Figure 1. Metal layers overlaid.
(8 px per um) Only two layers are drawn.
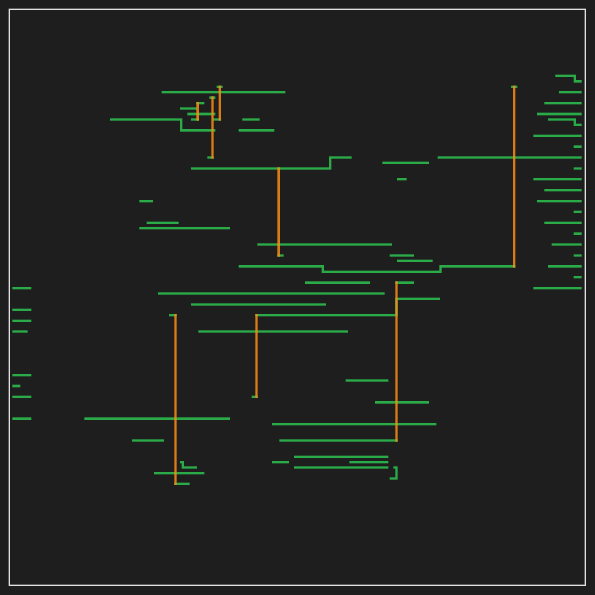
Figure 2. Nets reached from selected ports.
(4 px per um)
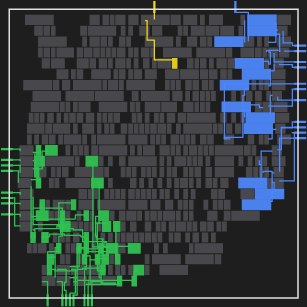
Figure 3. A small window of the routed layout.
Window x 44 to 64, y 44 to 64 um. Cells in gray, sequential cells in the stronger gray; small squares are vias.
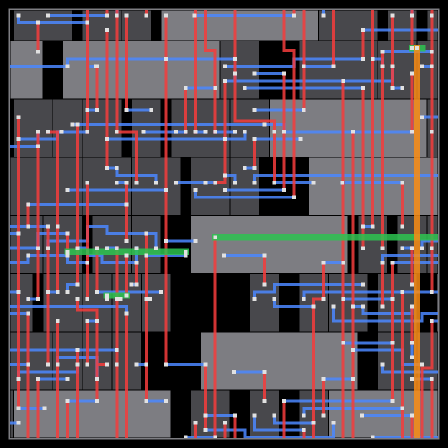
Figure 4. The metal 2 layer.
(4 px per um)
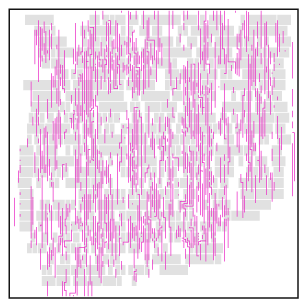
Figure 5. Clock nets.
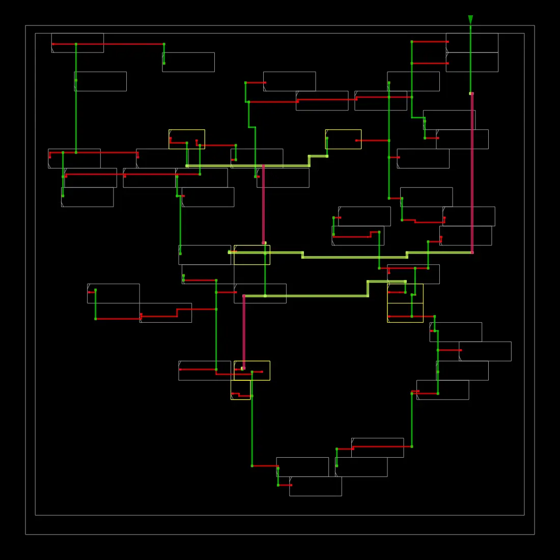
$ cat config.mk
export PLATFORM = sky130hd
export DESIGN_NAME = ad7476a_sampler_flat
export DESIGN_NICKNAME = d
export VERILOG_FILES = /design/src/rtl/ad7476a_sampler_if.sv /design/src/rtl/ad7476a_sampler.sv /design/src/flat_wrapper.sv
export SDC_FILE = /design/constraint.sdc
export NUM_CORES = 1
export LEC_CHECK = 0
export ABC_AREA = 1
export CORE_UTILIZATION = 55
export DETAILED_ROUTE_END_ITERATION = 10
export PLACE_DENSITY = 0.95
export SYNTH_ARGS = -nofsm -noshare
export SYNTH_HDL_FRONTEND = slang
export SYNTH_SLANG_ARGS = --single-unit
$ cat constraint.sdc
create_clock -name clk_i -period 2.7 [get_ports clk_i]
set_input_delay 0.54 -clock clk_i [delete_from_list [all_inputs] [get_ports clk_i]]
set_output_delay 0.54 -clock clk_i [all_outputs]
set_load 0.1 [all_outputs]
$ cat src/rtl/ad7476a_sampler_if.sv
// Bus bundle between the AD7476A sample scheduler and its control, ADC and stream neighbours.
interface ad7476a_sampler_if #(
  parameter int unsigned PERIOD_WIDTH = 16
);
  logic                    enable_i;
  logic [PERIOD_WIDTH-1:0] period_i;
  logic                    adc_request_o;
  logic [11:0]             adc_data_i;
  logic                    adc_data_valid_i;
  logic [11:0]             sample_o;
  logic                    sample_valid_o;
  logic                    sample_ready_i;
  logic [7:0]              missed_o;
  logic                    overrun_o;
  logic                    clear_status_i;

  modport slave (
    input  enable_i, period_i, adc_data_i, adc_data_valid_i, sample_ready_i, clear_status_i,
    output adc_request_o, sample_o, sample_valid_o, missed_o, overrun_o
  );

  modport master (
    output enable_i, period_i, adc_data_i, adc_data_valid_i, sample_ready_i, clear_status_i,
    input  adc_request_o, sample_o, sample_valid_o, missed_o, overrun_o
  );
endinterface

$ cat src/rtl/ad7476a_sampler.sv
// Periodic conversion scheduler for the AD7476A front end with valid/ready result stream.
// Define AD7476A_SAMPLER_AVG_EN to build the 2^AVG_LOG2 averaging accumulator.
module ad7476a_sampler #(
  parameter int unsigned PERIOD_WIDTH = 16,
  parameter int unsigned AVG_LOG2     = 2
) (
  input logic              clk_i,
  input logic              rst_i,
  ad7476a_sampler_if.slave io_bus
);
  localparam int unsigned DATA_W = 12;

  typedef enum logic [1:0] {
    ST_IDLE    = 2'd0,
    ST_REQUEST = 2'd1,
    ST_DRAIN   = 2'd2
  } state_t;

  state_t                  r_state;
  logic                    r_en_q;
  logic [PERIOD_WIDTH-1:0] r_period_cnt;
  logic [DATA_W-1:0]       r_sample;
  logic                    r_sample_valid;
  logic [7:0]              r_missed;
  logic                    r_overrun;

  logic                    w_trigger;
  logic                    w_strobe;
  logic                    w_load_ok;
  logic                    w_result_valid;
  logic [DATA_W-1:0]       w_result;
  logic [PERIOD_WIDTH-1:0] w_reload;

  if (AVG_LOG2 > 4) begin : g_avg_range
    $error("AVG_LOG2 must be in 0..4");
  end

  // Enable rising edge fires a trigger at once; afterwards the counter paces triggers.
  assign w_trigger = io_bus.enable_i && (!r_en_q || (r_period_cnt == '0));
  assign w_reload  = (io_bus.period_i == '0) ? '0 : io_bus.period_i - PERIOD_WIDTH'(1);
  assign w_strobe  = (r_state == ST_REQUEST) && io_bus.enable_i && io_bus.adc_data_valid_i;
  assign w_load_ok = !r_sample_valid || io_bus.sample_ready_i;

`ifdef AD7476A_SAMPLER_AVG_EN
  localparam int unsigned ACC_W = DATA_W + AVG_LOG2;
  localparam int unsigned CNT_W = (AVG_LOG2 > 0) ? AVG_LOG2 : 1;
  localparam logic [CNT_W-1:0] CNT_LAST = CNT_W'((1 << AVG_LOG2) - 1);

  logic [ACC_W-1:0] r_acc;
  logic [CNT_W-1:0] r_cnt;
  logic [ACC_W-1:0] w_sum;

  assign w_sum          = r_acc + ACC_W'(io_bus.adc_data_i);
  assign w_result_valid = w_strobe && (r_cnt == CNT_LAST);
  assign w_result       = DATA_W'(w_sum >> AVG_LOG2);

  // Partial averages never survive a disable.
  always_ff @(posedge clk_i) begin
    if (rst_i || !io_bus.enable_i) begin
      r_acc <= '0;
      r_cnt <= '0;
    end else if (w_strobe) begin
      if (w_result_valid) begin
        r_acc <= '0;
        r_cnt <= '0;
      end else begin
        r_acc <= w_sum;
        r_cnt <= r_cnt + CNT_W'(1);
      end
    end
  end
`else
  assign w_result_valid = w_strobe;
  assign w_result       = io_bus.adc_data_i;
`endif

  always_ff @(posedge clk_i) begin
    if (rst_i) begin
      r_state        <= ST_IDLE;
      r_en_q         <= 1'b0;
      r_period_cnt   <= '0;
      r_sample       <= '0;
      r_sample_valid <= 1'b0;
      r_missed       <= '0;
      r_overrun      <= 1'b0;
    end else begin
      r_en_q <= io_bus.enable_i;

      if (w_trigger) begin
        r_period_cnt <= w_reload;
      end else if (io_bus.enable_i) begin
        r_period_cnt <= r_period_cnt - PERIOD_WIDTH'(1);
      end

      case (r_state)
        ST_IDLE: begin
          if (w_trigger) r_state <= ST_REQUEST;
        end
        ST_REQUEST: begin
          if (!io_bus.enable_i) begin
            r_state <= io_bus.adc_data_valid_i ? ST_IDLE : ST_DRAIN;
          end else if (io_bus.adc_data_valid_i) begin
            r_state <= w_trigger ? ST_REQUEST : ST_IDLE;
          end
        end
        ST_DRAIN: begin
          if (io_bus.adc_data_valid_i) r_state <= ST_IDLE;
        end
        default: r_state <= ST_IDLE;
      endcase

      // Status clear takes priority over a coincident miss or overrun.
      if (io_bus.clear_status_i) begin
        r_missed  <= '0;
        r_overrun <= 1'b0;
      end else begin
        if (w_trigger && (r_state == ST_REQUEST) && !io_bus.adc_data_valid_i &&
            (r_missed != 8'hFF)) begin
          r_missed <= r_missed + 8'd1;
        end
        if (w_result_valid && !w_load_ok) r_overrun <= 1'b1;
      end

      if (w_result_valid && w_load_ok) begin
        r_sample       <= w_result;
        r_sample_valid <= 1'b1;
      end else if (r_sample_valid && io_bus.sample_ready_i) begin
        r_sample_valid <= 1'b0;
      end
    end
  end

  // DRAIN keeps the request up so the in-flight conversion runs to its strobe.
  assign io_bus.adc_request_o  = (r_state != ST_IDLE) && !io_bus.adc_data_valid_i;
  assign io_bus.sample_o       = r_sample;
  assign io_bus.sample_valid_o = r_sample_valid;
  assign io_bus.missed_o       = r_missed;
  assign io_bus.overrun_o      = r_overrun;

endmodule
$ cat src/flat_wrapper.sv
// flat-port wrapper written by rule: the top's interface ports become plain ports
module ad7476a_sampler_flat 
#(
  parameter int unsigned PERIOD_WIDTH = 16,
  parameter int unsigned AVG_LOG2     = 2
)
  (clk_i, rst_i, io_bus_enable_i, io_bus_period_i, io_bus_adc_data_i, io_bus_adc_data_valid_i, io_bus_sample_ready_i, io_bus_clear_status_i, io_bus_adc_request_o, io_bus_sample_o, io_bus_sample_valid_o, io_bus_missed_o, io_bus_overrun_o);
  ad7476a_sampler_if #(.PERIOD_WIDTH(PERIOD_WIDTH)) io_bus_i ();
  input logic clk_i;
  input logic rst_i;
  input wire logic [$bits(io_bus_i.enable_i)-1:0] io_bus_enable_i;
  input wire logic [$bits(io_bus_i.period_i)-1:0] io_bus_period_i;
  input wire logic [$bits(io_bus_i.adc_data_i)-1:0] io_bus_adc_data_i;
  input wire logic [$bits(io_bus_i.adc_data_valid_i)-1:0] io_bus_adc_data_valid_i;
  input wire logic [$bits(io_bus_i.sample_ready_i)-1:0] io_bus_sample_ready_i;
  input wire logic [$bits(io_bus_i.clear_status_i)-1:0] io_bus_clear_status_i;
  output wire logic [$bits(io_bus_i.adc_request_o)-1:0] io_bus_adc_request_o;
  output wire logic [$bits(io_bus_i.sample_o)-1:0] io_bus_sample_o;
  output wire logic [$bits(io_bus_i.sample_valid_o)-1:0] io_bus_sample_valid_o;
  output wire logic [$bits(io_bus_i.missed_o)-1:0] io_bus_missed_o;
  output wire logic [$bits(io_bus_i.overrun_o)-1:0] io_bus_overrun_o;
  assign io_bus_i.enable_i = io_bus_enable_i;
  assign io_bus_i.period_i = io_bus_period_i;
  assign io_bus_i.adc_data_i = io_bus_adc_data_i;
  assign io_bus_i.adc_data_valid_i = io_bus_adc_data_valid_i;
  assign io_bus_i.sample_ready_i = io_bus_sample_ready_i;
  assign io_bus_i.clear_status_i = io_bus_clear_status_i;
  assign io_bus_adc_request_o = io_bus_i.adc_request_o;
  assign io_bus_sample_o = io_bus_i.sample_o;
  assign io_bus_sample_valid_o = io_bus_i.sample_valid_o;
  assign io_bus_missed_o = io_bus_i.missed_o;
  assign io_bus_overrun_o = io_bus_i.overrun_o;
  ad7476a_sampler #(.PERIOD_WIDTH(PERIOD_WIDTH), .AVG_LOG2(AVG_LOG2)) u_core (.clk_i(clk_i), .rst_i(rst_i), .io_bus(io_bus_i));
endmodule
==> qor.csv <==
metric,value,unit
synth-to-layout area growth,23.7,%
die area,0.00516,mm2
final hold violations,0,
top cell type's share of synthesized area,30.6,%
max reg flops,16,
H-tree depth,2,
max-cap violation count,0,
aggregate global-route resource usage,26.6,%
Syn Area/Cell,6.04,um2
worst-path cell chain,clkdlybuf4s50_1 > nor2_1 > buf_12,
Post-CTS Setup Bufs,0,
Largest Register,u_core.r_period_cnt,
Top non-seq family,simple AND/OR/NAND/NOR gates,
Initial DRC Count,142,
Adder Area Share,1.87,%
Main area contributors,"dfxtp_1, nand2_1, nor2_1",
min-delay worst type,flip-flop to flip-flop,
Slew HR,51.8,%
ys cells,444,
RSZ-0062 raised after global routing,false,
post-route setup TNS,0,ns
CTS max path bufs,2,
final setup vio count,0,
most numerous logic cell after layout,nand2_1,
pwr dens,457,mW/mm2
core box area,0.00469,mm2
Yosys reg bits,41,
Die Ht,71.8,um
Synth Warn #,0,
final net count,537,
CP Class,primary input to output pin,
"Slew Viols, Final",0,
crit start category,primary input,
Detail Placement HPWL,4980,um
layout cells sized above 1,10.2,%
"XOR Share, Synth",4.57,%
DRT Pass-1 Iters,5,
largest delay contributor family on the critical path,buffers and inverters,
Syn Std Cell Area,0.00268,mm2
post-layout util,70.7,%
f_max,0.506,GHz
"FFs w/ async S/R, synth",0,%
Worst Path Buf+Inv,2,
crit path capture type,output pin,
CP max-delay cell,clkdlybuf4s50_1,
root buffer cell,clkbuf_8,
leakage power,0.00151,uW
Critical Path Max Stage Delay,0.45,ns
Inserted Clock Buffers,5,
# diodes,0,
"Chip Area, Yosys",0.00268,mm2
synth unique cells,26,
first-pass GRT wire length,11000,um
most used flip-flop cell,dfxtp_1,
Post-route DRC,0,
fin crit share,73.2,%
Routed WL per cell,11.9,um
CTS resizes,0,
critical path required time,2.16,ns
TritonCTS clock tree,done,
pin count of the biggest net entering global routing,33,
OpenROAD warning count,27,
outcome,completed,
Worst-Margin Slew,0.723,ns
post-synth top area cell,dfxtp_1,
cell row count,25,
vias per inst,5.37,
number of global-route vias before repair,2641,
Post-synth seq share,30.6,%
Peak VDD IR,0.272,mV
Die Wd,71.8,um
initial antenna violation count,0,
Worst Path Max Fanout,3,
Floorplan Nets,482,
CTS Hold Bufs,0,
aoi share,11.7,%
RePlAce Congestion,0.954,
top-count cell post-synth,nand2_1,
crit path DAT,1.44,ns
number of enable flip-flop cells,0,
"Clk pin slew, worst setup/hold paths",0.08,ns
MUX share of area,0,%
synthesized instance count,444,
Initial Util,57.1,%
min Tclk post-route,1.98,ns
Final ANT Viol Nets,0,
gr ovfl total,0,
Post-synth top cells,"nand2_1, nor2_1, dfxtp_1",
most frequent cells in the layout,"nand2_1, nor2_1, dfxtp_1",
simple share,43.3,%
Notes on Figure 1 above:
met3: in green, wire length 450 um. met4: in orange, wire length 97.9 um.
vias: 2,968
final wirelength: 6610 um

Notes on Figure 2 above:
io_bus_adc_request_o: in yellow, bits 1, direction output, end cells 1, buffers 1, wire 18.8 um. io_bus_sample_o: in blue, bits 12, direction output, end cells 12, buffers 12, wire 223 um. io_bus_period_i: in green, bits 16, direction input, end cells 37, buffers 16, wire 446 um.
# port buffers: 56
# IOs: 57

Notes on Figure 3 above:
met4: in orange. met1: in blue. met2: in red. met3: in green.
Netlist names of flops here include u_core.io_bus.sample_o (6). Sequential cells in the window: 8. 51 logic cells have their middle in the window. Most frequent: nor2_1 (14), o21ai_0 (8), dfxtp_1 (8).

Notes on Figure 4 above:
426 nets have wire on it. The wires run mostly vertical. The layer carries 3,190 um of wire. The layer holds 48% of the routed length.
GR Util met2: 46.2%

Notes on Figure 5 above:
CTS sink count: 41
Layout Skew: 0.00379 ns
Clock net power: 416 uW
CLK BUF: 6
Clock Latency Late Sink: 0.29 ns

-- metrics by stage --
stage          std cells  total power [uW]  hold WS, ns  setup WS [ns]  area [um2]
2_1_floorplan        444               978        0.505          0.367        2680
3_3_place_gp         546              1100        0.457          0.570        3230
3_5_place_dp         546              1110        0.464          0.482        3230
4_1_cts              553              1520        0.484          0.715        3320
5_1_grt              553              1590        0.518          0.638        3320
6_report             553              1510        0.488          0.724        3320
-- metal layers --
| metal | GRT usage [%] | share of wire (%) | vias up | wire length [um] |
|---|---|---|---|---|
| li1 | - | - | 1514 | - |
| met1 | 31.8 | 43 | 1327 | 2870 |
| met2 | 46.2 | 48 | 111 | 3190 |
| met3 | 6.47 | 6.8 | 16 | 450 |
| met4 | 9.37 | 1.5 | 0 | 97 |
| met5 | 0 | 0 | - | 0 |
-- final timing paths --
kind	startpoint	cells after the start	slack (ns)	to
setup / recovery	io_bus_adc_data_valid_i	3	0.72	io_bus_adc_request_o
setup reg to reg	u_core.io_bus.missed_o[0]	7	0.91	u_core.io_bus.missed_o[5]
hold reg to reg	u_core.io_bus.overrun_o	2	0.49	u_core.io_bus.overrun_o
hold / removal	u_core.io_bus.overrun_o	2	0.49	u_core.io_bus.overrun_o
-- power by group --
group / total (uW) / switching (uW) / internal [uW]
sequential: 664 / 29.2 / 635
combinational: 435 / 282 / 153
clock: 416 / 213 / 202
-- final cells by class --
type | count | area (um2)
Clock buffer | 6 | 82.6
Inverter | 45 | 169
Multi-Input combinational cell | 349 | 1650
Timing Repair Buffer | 57 | 523
Sequential cell | 41 | 821
Tap cell | 54 | 67.6
Clock inverter | 1 | 7.51
Fill cell | 406 | 1380
No activity file was given, so power comes from the tool's default toggle rates.
